`config.mk`:
```
export PLATFORM = sky130hd
export DESIGN_NAME = bcd_xs3_conv
export DESIGN_NICKNAME = d
export VERILOG_FILES = /design/src/rtl/bcd_xs3_pkg.sv /design/src/rtl/xs3_digit.sv /design/src/rtl/bcd_xs3_conv.sv
export SDC_FILE = /design/constraint.sdc
export NUM_CORES = 1
export LEC_CHECK = 0
export CAP_MARGIN = 0
export CORE_ASPECT_RATIO = 1.5
export CORE_MARGIN = 2
export CORE_UTILIZATION = 51
export CTS_BUF_LIST = sky130_fd_sc_hd__clkbuf_2
export DETAILED_ROUTE_END_ITERATION = 7
export PLACE_DENSITY = 0.82
export SYNTH_ARGS = -nofsm -noshare
export SYNTH_HDL_FRONTEND = slang
export SYNTH_SLANG_ARGS = --single-unit
export TNS_END_PERCENT = 1
```
`constraint.sdc`:
```
create_clock -name clk -period 2.6 [get_ports clk]
set_input_delay 0.39 -clock clk [delete_from_list [all_inputs] [get_ports clk]]
set_output_delay 0.39 -clock clk [all_outputs]
set_load 0.005 [all_outputs]
```
`src/rtl/bcd_xs3_pkg.sv`:
```
// bcd_xs3_pkg: shared types and constants for the BCD/excess-3 converter
package bcd_xs3_pkg;
    typedef enum logic [1:0] {IDLE, CONV, DONE} conv_state_t;
    localparam logic [3:0] XS3_OFFSET = 4'd3;
    localparam logic       MODE_B2X   = 1'b0;
    localparam logic       MODE_X2B   = 1'b1;
    localparam logic [3:0] BCD_MAX    = 4'd9;
    localparam logic [3:0] XS3_MIN    = 4'd3;
    localparam logic [3:0] XS3_MAX    = 4'd12;
endpackage

```
`src/rtl/xs3_digit.sv`:
```
// xs3_digit: combinational single-digit BCD<->XS3 converter with range flag
module xs3_digit
    import bcd_xs3_pkg::*;
(
    input  logic       mode,
    input  logic [3:0] d,
    output logic [3:0] q,
    output logic       bad
);
    // modulo-16 offset add/subtract; range check against the captured mode
    always_comb begin
        q   = (mode == MODE_X2B) ? d - XS3_OFFSET : d + XS3_OFFSET;
        bad = (mode == MODE_X2B) ? (d < XS3_MIN || d > XS3_MAX) : (d > BCD_MAX);
    end
endmodule

```
`src/rtl/bcd_xs3_conv.sv`:
```
// bcd_xs3_conv: sequential multi-digit BCD/XS3 converter, one digit per clock, LSD first; BCD_XS3_ERR_CHECK_EN enables the sticky err flag
module bcd_xs3_conv
    import bcd_xs3_pkg::*;
#(
    parameter int DIGITS = 4
) (
    input  logic                clk,
    input  logic                rst,
    input  logic                start,
    input  logic                mode,
    input  logic [4*DIGITS-1:0] din,
    output logic [4*DIGITS-1:0] dout,
    output logic                busy,
    output logic                done,
    output logic                err
);
    localparam int IW = (DIGITS > 1) ? $clog2(DIGITS) : 1;

    conv_state_t         state, nxt;
    logic [IW-1:0]       idx;
    logic [4*DIGITS-1:0] work;
    logic                mode_r;
    logic [3:0]          cur, q;
    logic                bad, accept, last;

    assign accept = (state == IDLE) && start;
    assign last   = (idx == IW'(DIGITS - 1));
    assign cur    = work[{idx, 2'b00} +: 4];

    xs3_digit u_digit (
        .mode (mode_r),
        .d    (cur),
        .q    (q),
        .bad  (bad)
    );

    // state register
    always_ff @(posedge clk) begin
        if (rst) state <= IDLE;
        else     state <= nxt;
    end

    // next state: DONE always lasts exactly one cycle
    always_comb begin
        nxt = (state == IDLE) ? (start ? CONV : IDLE) :
              (state == CONV) ? (last ? DONE : CONV) : IDLE;
    end

    // status outputs decoded from state
    always_comb begin
        busy = (state != IDLE);
        done = (state == DONE);
    end

    // datapath: capture on accepted start, write one converted digit per CONV edge
    always_ff @(posedge clk) begin
        if (rst) begin
            idx    <= '0;
            work   <= '0;
            mode_r <= MODE_B2X;
            dout   <= '0;
        end else if (accept) begin
            idx    <= '0;
            work   <= din;
            mode_r <= mode;
            dout   <= '0;
        end else if (state == CONV) begin
            dout[{idx, 2'b00} +: 4] <= q;
            idx                     <= idx + IW'(1);
        end
    end

`ifdef BCD_XS3_ERR_CHECK_EN
    logic err_q;
    // sticky invalid-digit flag, cleared by each accepted start
    always_ff @(posedge clk) begin
        if (rst || accept)             err_q <= 1'b0;
        else if (state == CONV && bad) err_q <= 1'b1;
    end
    assign err = err_q;
`else
    logic unused_bad;
    assign unused_bad = bad;
    assign err        = 1'b0;
`endif
endmodule
```
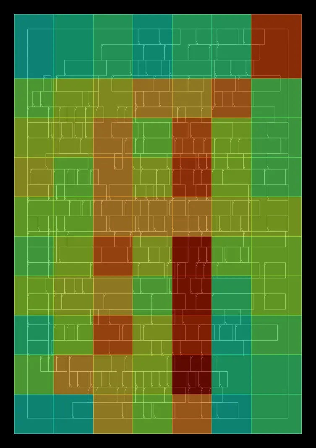
Figure 1: routing congestion.
post-DR wirelength/cell: 12.4 um
GRT Max-Usage Layer: met2
met2 usage: 0.401

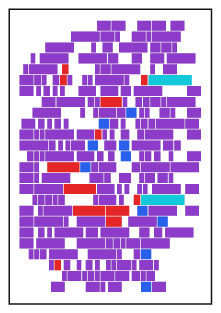
Figure 2: cell sizes after repair.
Drawn at 4 px/um.
| colour | size | cells | share | most used |
|---|---|---|---|---|
| red | drive 2 | 12 | 5.2% | clkbuf_2 |
| purple | drive 1 or less | 209 | 90% | nand2_1 |
| cyan | drive 6 and up | 2 | 0.86% | bufinv_16 |
| blue | drive 3 to 4 | 10 | 4.3% | buf_4 |

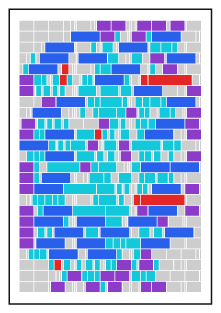
Figure 3: cell classes on the final placement.
Drawn at 4 px/um. Fill, decap, tap and diode cells in grey.
| colour | class | cells | share of their area |
|---|---|---|---|
| blue | flip-flops | 37 | 35% |
| purple | other buffers and delay cells | 47 | 21% |
| red | clock drivers and dummy loads | 8 | 4.3% |
| cyan | all other logic | 141 | 40% |

==> run_results.csv <==
group,metric,value,unit
detailed_routing,drtAntennaViolNets,0,
final_layout,n_fill_cell,241,
power_and_ir_drop,power_frac_seq,0.490,
hold_path,min_path_cells,2,
placement,io_buffers,37,
timing,hold_viol_final,0,
timing,fmax,0.423,GHz
logic_synthesis,synth-compound-area-share,0.138,
clocking,cts_resized,0,
final_layout,layout.nets,261,
detailed_routing,drt_iter0_drc,28,
run_status,status,"completed",
setup_path,end_kind,"flop",
logic_synthesis,edf_count,0,
timing,maxSlewViolCount,0,
placement,dpl.hpwl,2650,um
global_routing,grt_pass1_vias,1378,
setup_path,reg2regPathDepth,7,
logic_synthesis,synth_stat.cells,187,
hold_path,min_path_type,"flop to flop",
timing,hold_ws,0.472,ns
power_and_ir_drop,power.density,568,nW/um2
==> area by class of cell <==
class | instances | area, um2 | share of cell area
tap | 40 | 50.0 | 0.0231
multi-input combinational | 134 | 816 | 0.376
timing repair buffer | 47 | 445 | 0.205
clock inverter | 3 | 65.1 | 0.0300
clock buffer | 5 | 25.0 | 0.0115
inverter | 7 | 26.3 | 0.0121
sequential | 37 | 741 | 0.342
==> sequential cells by signal, indices dropped and copies added (netlist names) <==
signal,count
dout,16
idx,2
mode_r,1
state,2
work,16
==> metal layers <==
layer,GRT usage,routed length (um),up-vias,part of all wire
li1,-,-,722,-
met1,0.221,1400,659,0.41
met2,0.401,1810,30,0.53
met4,0.0926,65,0,0.019
met5,0,0,-,0
met3,0.0630,114,6,0.034
